File: config.mk
export PLATFORM = sky130hd
export DESIGN_NAME = ladybird_bus_ram_arb
export DESIGN_NICKNAME = d
export VERILOG_FILES = /design/src/rtl/ladybird_bus_ram_arb.sv
export SDC_FILE = /design/constraint.sdc
export NUM_CORES = 1
export LEC_CHECK = 0
export CAP_MARGIN = 20
export CORE_AREA = 2 2 240 124
export CTS_CLUSTER_DIAMETER = 80
export DETAILED_ROUTE_END_ITERATION = 8
export DIE_AREA = 0 0 242 126
export PLACE_DENSITY = 0.79
export SLEW_MARGIN = 20
export SYNTH_ARGS = -nofsm -noshare
export SYNTH_HDL_FRONTEND = slang
export SYNTH_SLANG_ARGS = --single-unit
File: constraint.sdc
create_clock -name clk -period 2 [get_ports clk]
set_input_delay 0.4 -clock clk [delete_from_list [all_inputs] [get_ports clk]]
set_output_delay 0.4 -clock clk [all_outputs]
set_load 0.02 [all_outputs]
File: src/rtl/ladybird_bus_ram_arb.sv
// rtl/ladybird_bus_ram_arb.sv - N-input arbiter fused with a single-port word RAM, one-cycle response.
// Optional ARB_ROUND_ROBIN_EN selects round-robin arbitration instead of fixed priority.
module ladybird_bus_ram_arb #(
    parameter int N_INPUT = 2,
    parameter int DATA_W  = 32,
    parameter int ADDR_W  = 3
) (
    input  logic                       clk,
    input  logic                       arst,
    input  logic [N_INPUT-1:0]         req,
    input  logic [N_INPUT*32-1:0]      addr,
    input  logic [N_INPUT*DATA_W/8-1:0] wstrb,
    input  logic [N_INPUT*DATA_W-1:0]  wdata,
    output logic [N_INPUT-1:0]         gnt,
    output logic [N_INPUT-1:0]         rvalid,
    output logic [DATA_W-1:0]          rdata
);

    localparam int NB    = DATA_W / 8;
    localparam int IDX_W = (N_INPUT > 1) ? $clog2(N_INPUT) : 1;

    logic [DATA_W-1:0]  mem [2**ADDR_W];

    logic               found;
    logic [N_INPUT-1:0] sel_onehot;
    logic [ADDR_W-1:0]  sel_word;
    logic [NB-1:0]      sel_strb;
    logic [DATA_W-1:0]  sel_wdata;
    logic [DATA_W-1:0]  merged;
    logic               accept;

    // Only the word-index bits of each address matter; the rest alias.
    logic unused_addr;
    assign unused_addr = ^addr;

`ifdef ARB_ROUND_ROBIN_EN
    logic [IDX_W-1:0]   rr_ptr;
    logic [IDX_W-1:0]   sel_idx;

    // Pass 0 scans indices at or above the pointer, pass 1 wraps to those below.
    always_comb begin
        found      = 1'b0;
        sel_onehot = '0;
        sel_idx    = '0;
        sel_word   = '0;
        sel_strb   = '0;
        sel_wdata  = '0;
        for (int pass = 0; pass < 2; pass++) begin
            for (int i = 0; i < N_INPUT; i++) begin
                if (!found && req[i] && ((pass == 0) == (IDX_W'(i) >= rr_ptr))) begin
                    found         = 1'b1;
                    sel_onehot[i] = 1'b1;
                    sel_idx       = IDX_W'(i);
                    sel_word      = addr[32*i+2 +: ADDR_W];
                    sel_strb      = wstrb[NB*i +: NB];
                    sel_wdata     = wdata[DATA_W*i +: DATA_W];
                end
            end
        end
    end
`else
    always_comb begin
        found      = 1'b0;
        sel_onehot = '0;
        sel_word   = '0;
        sel_strb   = '0;
        sel_wdata  = '0;
        for (int i = 0; i < N_INPUT; i++) begin
            if (!found && req[i]) begin
                found         = 1'b1;
                sel_onehot[i] = 1'b1;
                sel_word      = addr[32*i+2 +: ADDR_W];
                sel_strb      = wstrb[NB*i +: NB];
                sel_wdata     = wdata[DATA_W*i +: DATA_W];
            end
        end
    end
`endif

    assign gnt    = arst ? '0 : sel_onehot;
    assign accept = |gnt;

    // Write-first: the response carries the word as it stands after the strobed merge.
    always_comb begin
        merged = mem[sel_word];
        for (int b = 0; b < NB; b++) begin
            if (sel_strb[b]) begin
                merged[8*b +: 8] = sel_wdata[8*b +: 8];
            end
        end
    end

    always_ff @(posedge clk) begin
        if (accept && (|sel_strb)) begin
            mem[sel_word] <= merged;
        end
    end

    always_ff @(posedge clk or posedge arst) begin
        if (arst) begin
            rvalid <= '0;
            rdata  <= '0;
`ifdef ARB_ROUND_ROBIN_EN
            rr_ptr <= '0;
`endif
        end else begin
            rvalid <= gnt;
            if (accept) begin
                rdata <= merged;
`ifdef ARB_ROUND_ROBIN_EN
                rr_ptr <= (sel_idx == IDX_W'(N_INPUT - 1)) ? '0 : sel_idx + 1'b1;
`endif
            end
        end
    end

endmodule

Figure 1. The metal 2 layer (run 1).
(2 px per um)
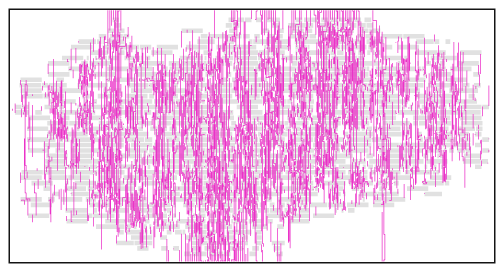
- share of all routed wire: 45%
- wire length on this layer: 17900 um
- longest straight run: 56.1 um
- main direction: vertical
via count: 9571
M2 GR Usage: 40.0%

Figure 2. Clock routing (run 1).
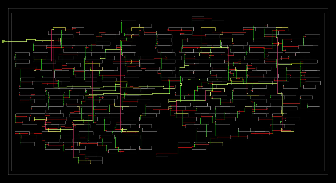
clk latency late pin: 0.54 ns
clkbuf count: 30
flop count: 290
Clock group: 0.00506 W

Figure 3. Port wiring (run 1).
(2 px per um)
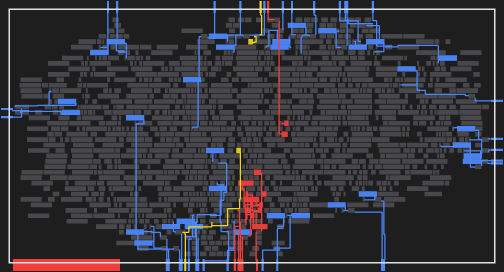
- `addr`: red (direction input; end cells 14; buffers 10; wire 306 um)
- `rdata`: blue (direction output; end cells 32; buffers 32; wire 1260 um)
- `gnt`: yellow (direction output; end cells 2; buffers 2; wire 104 um)
PortBufs: 117
# IOs: 176

Figure 4. Wiring by layer (run 1).
(3 px per um) Only two layers are drawn.
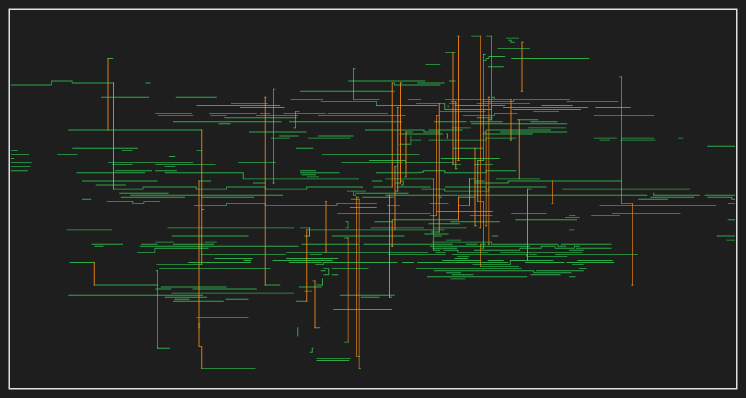
- metal 4: orange (wire length 1330 um)
- metal 3: green (wire length 4240 um)
global router's overall resource usage: 25.5%
WL/cell: 24.8 um
final WL: 39600 um

==> run summary, run 1 <==
worst setup margin -> -0.00230 ns
violated checks -> setup timing
flop share of the area -> 50.7%
Repair and plain buffers -> 311
vias per cell -> 6.00
Comb. pwr -> 0.00267 W
Hold Path Class -> in2reg
Post-Syn Instances -> 916
TNS Setup -> -0.0109 ns
crit-path max FO -> 10
drt drc -> 0
status -> finished with violations
Placement Cell Area -> 0.0157 mm^2
Setup crit end -> mem[7][14]
Setup crit start -> addr[35]
Max Cap Viol -> 0
Critical Path AT -> 2.32 ns
yosys cell count -> 916
Comb area share -> 23.8%
CTS tree -> yes
sw power -> 0.00380 W
OpenROAD warning count -> 85
max-slew violations -> 0
grt ovf -> 0
first-pass GRT wire length -> 58700 um
final setup fails -> 8
Util after Layout -> 59.3%
Clock Root Buffer -> clkbuf_16
die area -> 0.0305 mm^2
CP Launch Type -> primary input
biggest regs -> mem (256), rdata (32), rvalid (2)
largest class -> sequential cells
proportion of synthesized chip area in sequential cells -> 67.8%
number of distinct library cells after synthesis -> 38
Layout clock area frac -> 4.92%
[run 1: Yosys cell counts, types with 4 or more instances]
library cell / n
clkbuf_1: 34
a221oi_1: 32
o221a_1: 4
nand3_1: 64
o221a_2: 28
a22oi_2: 4
edfxtp_1: 256
nor2_1: 106
nand2_1: 8
o21ai_0: 58
buf_12: 5
buf_2: 23
o21ai_1: 9
a22o_1: 4
a21oi_1: 80
a21boi_2: 16
a21boi_1: 16
dfrtp_1: 34
mux2i_1: 64
a21oi_2: 16
a21o_1: 32
[run 1: routing by layer]
| metal | global-route usage (%) | vias up | share of wire [%] |
|---|---|---|---|
| met5 | 0 | - | 0 |
| met4 | 7.99 | 0 | 3.3 |
| met2 | 40.0 | 615 | 45 |
| li1 | - | 4098 | - |
| met1 | 35.7 | 4752 | 41 |
| met3 | 5.52 | 106 | 11 |
==> run 2: changes to the inputs <==
- CTS_CLUSTER_DIAMETER: 80 -> 200
Figure 5. Clock routing (run 2).
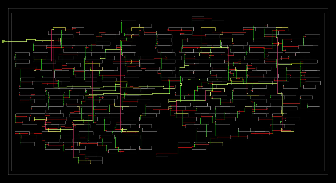
cts bufs inserted: 25
Sink Count: 290
clk_skew: 0.00773 ns

Figure 6. Port wiring (run 2).
(2 px per um)
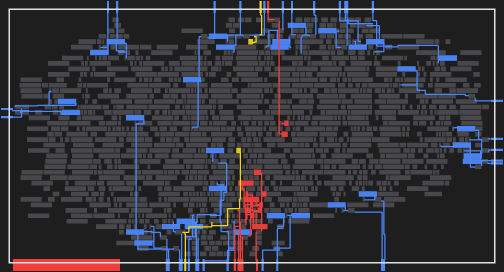
- `gnt`: yellow (direction output; end cells 2; buffers 2; wire 104 um)
- `rdata`: blue (direction output; end cells 32; buffers 32; wire 1260 um)
- `addr`: red (direction input; end cells 14; buffers 10; wire 306 um)

Figure 7. The metal 2 layer (run 2).
(2 px per um)
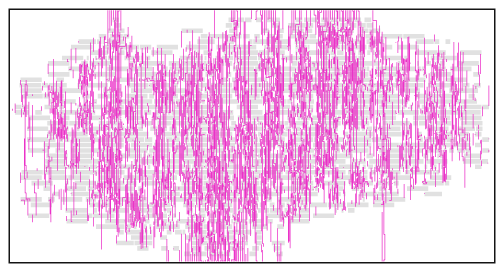
- main direction: vertical
- share of all routed wire: 45%
- nets with wire on the layer: 1105

==> run 2 against run 1 <==
  * Wire length stayed put
  * Critical path depth did not move
  * Setup slack stayed put
  * Register-to-register slack is essentially flat
  * Critical path type unchanged
  * The flow still finishes with violations (setup timing)
  * Cell area is the same
  * Clock skew unchanged
  * Sequential share of layout area did not move
  * Critical endpoint unchanged
  * Die size did not move
==> run summary, run 2 <==
Repair and plain buffers -> 311 (unchanged)
clk latency late pin -> 0.54 ns (about the same)
drt drc -> 0 (unchanged)
final setup fails -> 8 (unchanged)
WL met1 -> 16100 um (unchanged)
Layout clock area frac -> 4.92% (unchanged)
Slowest-stage cell, CP -> clkdlybuf4s50_1
biggest regs -> mem (256), rdata (32), rvalid (2)
flop share of the area -> 50.7% (unchanged)
Max Cap Viol -> 0 (unchanged)
proportion of synthesized chip area in sequential cells -> 67.8% (unchanged)
sw power -> 0.00380 W (unchanged)
die area -> 0.0305 mm^2 (unchanged)
OpenROAD warning count -> 85 (unchanged)
clkbuf count -> 30 (unchanged)
WL met3 -> 4240 um (unchanged)
Post-Syn Instances -> 916 (unchanged)
Clock Root Buffer -> clkbuf_16
Setup crit end -> mem[7][14]
GR met1 Demand/Resource -> 35.7% (unchanged)
status -> finished with violations
M2 GR Usage -> 40.0% (unchanged)
synth cell count leaders -> edfxtp_1 (256), nor2_1 (106), a21oi_1 (80)
number of distinct library cells after synthesis -> 38 (unchanged)
violated checks -> setup timing
top layer in use -> met4
crit-path max FO -> 10 (unchanged)
worst setup margin -> -0.00230 ns (unchanged)
Critical Path AT -> 2.32 ns (about the same)
grt ovf -> 0 (unchanged)
first-pass GRT wire length -> 58700 um (unchanged)
Top FF cell, synth -> edfxtp_1
largest class -> sequential cells
yosys cell count -> 916 (unchanged)
Comb area share -> 23.8% (unchanged)
WL/cell -> 24.8 um (unchanged)
final WL -> 39600 um (unchanged)
Placement Cell Area -> 0.0157 mm^2 (unchanged)
global router's overall resource usage -> 25.5% (unchanged)
metal2 WL -> 17900 um (unchanged)
TNS Setup -> -0.0109 ns (unchanged)
Setup crit start -> addr[35]
CP Launch Type -> primary input
Comb. pwr -> 0.00267 W (about the same)
flop count -> 290 (unchanged)
Hold Path Class -> in2reg
via count -> 9571 (unchanged)
max-slew violations -> 0 (unchanged)
CTS tree -> yes
# IOs -> 176 (unchanged)
==> run 2: cell families after synthesis <==
family / count (synthesis)
AOI/OAI and AO/OA: 304
DFF: 290
and+or+nand+nor: 187
buffers and inverters: 71
muxes: 64
==> run 2: through the flow <==
step           hold WS, ns  instances  util, %
4_1_cts              0.493       1591     58.8
3_5_place_dp         0.658       1540     55.2
3_3_place_gp         0.652       1540     55.2
2_1_floorplan        0.547        916        -
5_1_grt              0.492       1594     59.3
6_report             0.515       1594     59.3
==> run 2: critical path: cells and delay by family <==
family | cells | cell delay (ns)
compound gates | 4 | 1.08
buf+inv | 2 | 0.77
simple gates | 1 | 0.08
Figure 8. Wiring by layer (run 2).
(3 px per um) Only two layers are drawn.
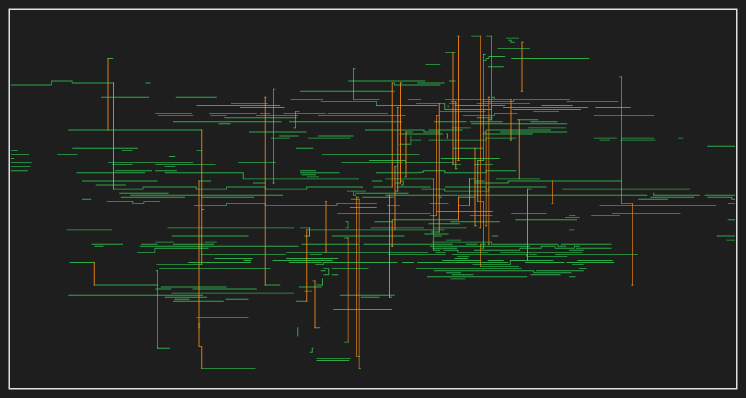

==> run 3: changes to the inputs <==
- clock period: 2 -> 2.35 ns (I/O delays scaled with it)
Figure 9. Wiring by layer (run 3).
(3 px per um) Only two layers are drawn.
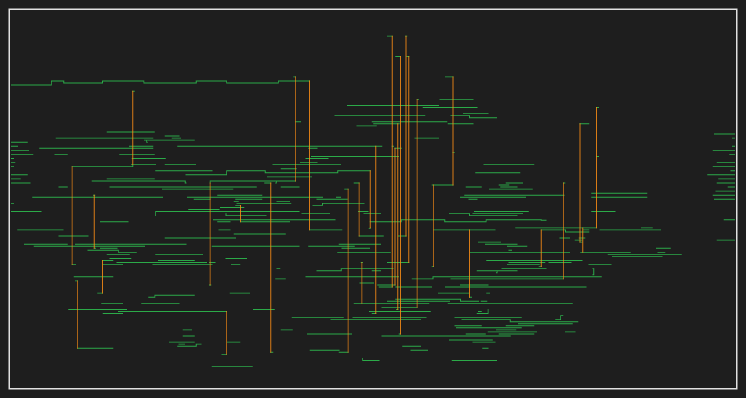
- metal 3: green (wire length 3330 um)
- metal 4: orange (wire length 1170 um)
final WL: 37000 um
global router's overall resource usage: 24.0%

Figure 10. A small window of the routed layout (run 3).
Window x 172 to 192, y 84 to 104 um. Cells in gray, sequential cells in the stronger gray; small squares are vias.
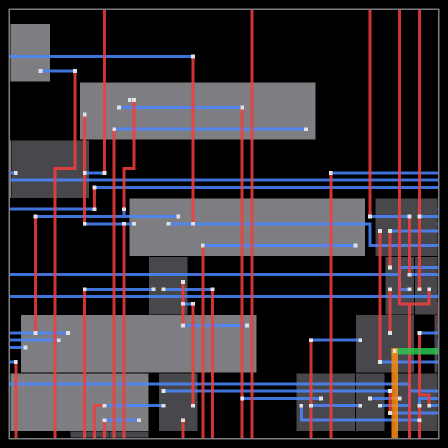
- metal 3: green
- metal 2: red
- metal 1: blue
- metal 4: orange
- cells with their middle in the window: 13
- netlist names of flops here include: `mem` (4)
- most frequent: edfxtp_1 (4), nor2_1 (2), buf_4 (2)
- sequential cells in the window: 4

Figure 11. The metal 2 layer (run 3).
(2 px per um)
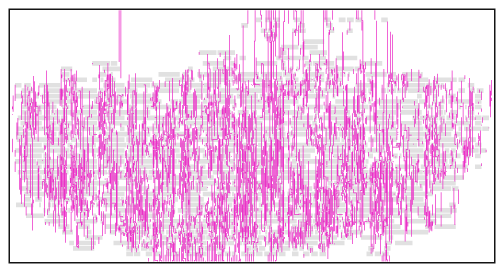
- longest straight run: 65.3 um
- nets with wire on the layer: 1073
- main direction: vertical
- wire length on this layer: 16400 um
- share of all routed wire: 44%
M2 GR Usage: 36.2%
via count: 9379

==> run 3 against run 2 <==
  * The flow now finishes without violations
  * Sequential share of layout area grew 0.48 points
  * Area after synthesis is the same
  * Global-route usage shrank 1.4 points
  * Critical path depth grew 2
  * Total power shrank 16%
  * Synthesized cell count is the same
  * Clock power shrank 17%
  * Cell area shrank 0.94%
  * Sequential power shrank 15%
  * Setup slack gained 0.012 ns
  * Count of clock-buffer cells in the layout shrank 1
  * Largest power group unchanged
  * Highest routed layer unchanged
==> run summary, run 3 <==
number of distinct library cells after synthesis -> 38 (unchanged)
Util after Layout -> 58.7% (-0.55 points)
flop count -> 290 (unchanged)
critical path depth in cells -> 9 (+2)
Max Cap Viol -> 0 (unchanged)
Placement Cell Area -> 0.0156 mm^2 (-0.73%)
OpenROAD warning count -> 85 (unchanged)
clk latency late pin -> 0.54 ns (about the same)
clk_skew -> 0.0119 ns (+0.00421 ns)
drt drc -> 0 (unchanged)
WP buf/inv -> 4 (+2)
Setup crit start -> addr[34]
synth cell count leaders -> edfxtp_1 (256), nor2_1 (106), a21oi_1 (80)
largest class -> sequential cells
crit-path max FO -> 16 (+6)
TNS Setup -> 0 ns (+0.0109 ns)
Top delay family on crit path -> buffers and inverters
Sink Count -> 290 (unchanged)
grt ovf -> 0 (unchanged)
worst setup margin -> 0.00939 ns (+0.0117 ns)
Layout clock area frac -> 4.88% (-0.036 points)
biggest regs -> mem (256), rdata (32), rvalid (2)
proportion of synthesized chip area in sequential cells -> 67.8% (unchanged)
sw power -> 0.00319 W (-16%)
status -> completed
Clock Root Buffer -> clkbuf_16
WL/cell -> 23.3 um (-6.3%)
Slowest-stage cell, CP -> clkdlybuf4s50_1
Min Hold Slack -> 0.586 ns (+0.0706 ns)
Comb. pwr -> 0.00224 W (-16%)
CP Launch Type -> primary input
## run 3: cell counts after synthesis
Identical to the previous run, type by type.
## run 3: metal layers
layer  track usage [%]  vias to the layer above  share of wire, %
met3              5.09                       69               9.0
met5                 0                        -                 0
li1                  -                     4097                 -
met2              36.2                      517                44
met4              7.88                        0               3.2
met1              35.0                     4696                43
## run 3: worst min path at each step
stage,from,to,slack (ns),cells after the start
2_1_floorplan,arst,rdata[0],0.62,1
3_3_place_gp,rdata[15],rdata[15],0.65,3
3_5_place_dp,rdata[15],rdata[15],0.66,3
4_1_cts,req[0],rvalid[0],0.57,4
5_1_grt,req[0],rvalid[0],0.59,4
6_report,req[0],rvalid[0],0.59,4
Power and IR drop assume default switching activity.
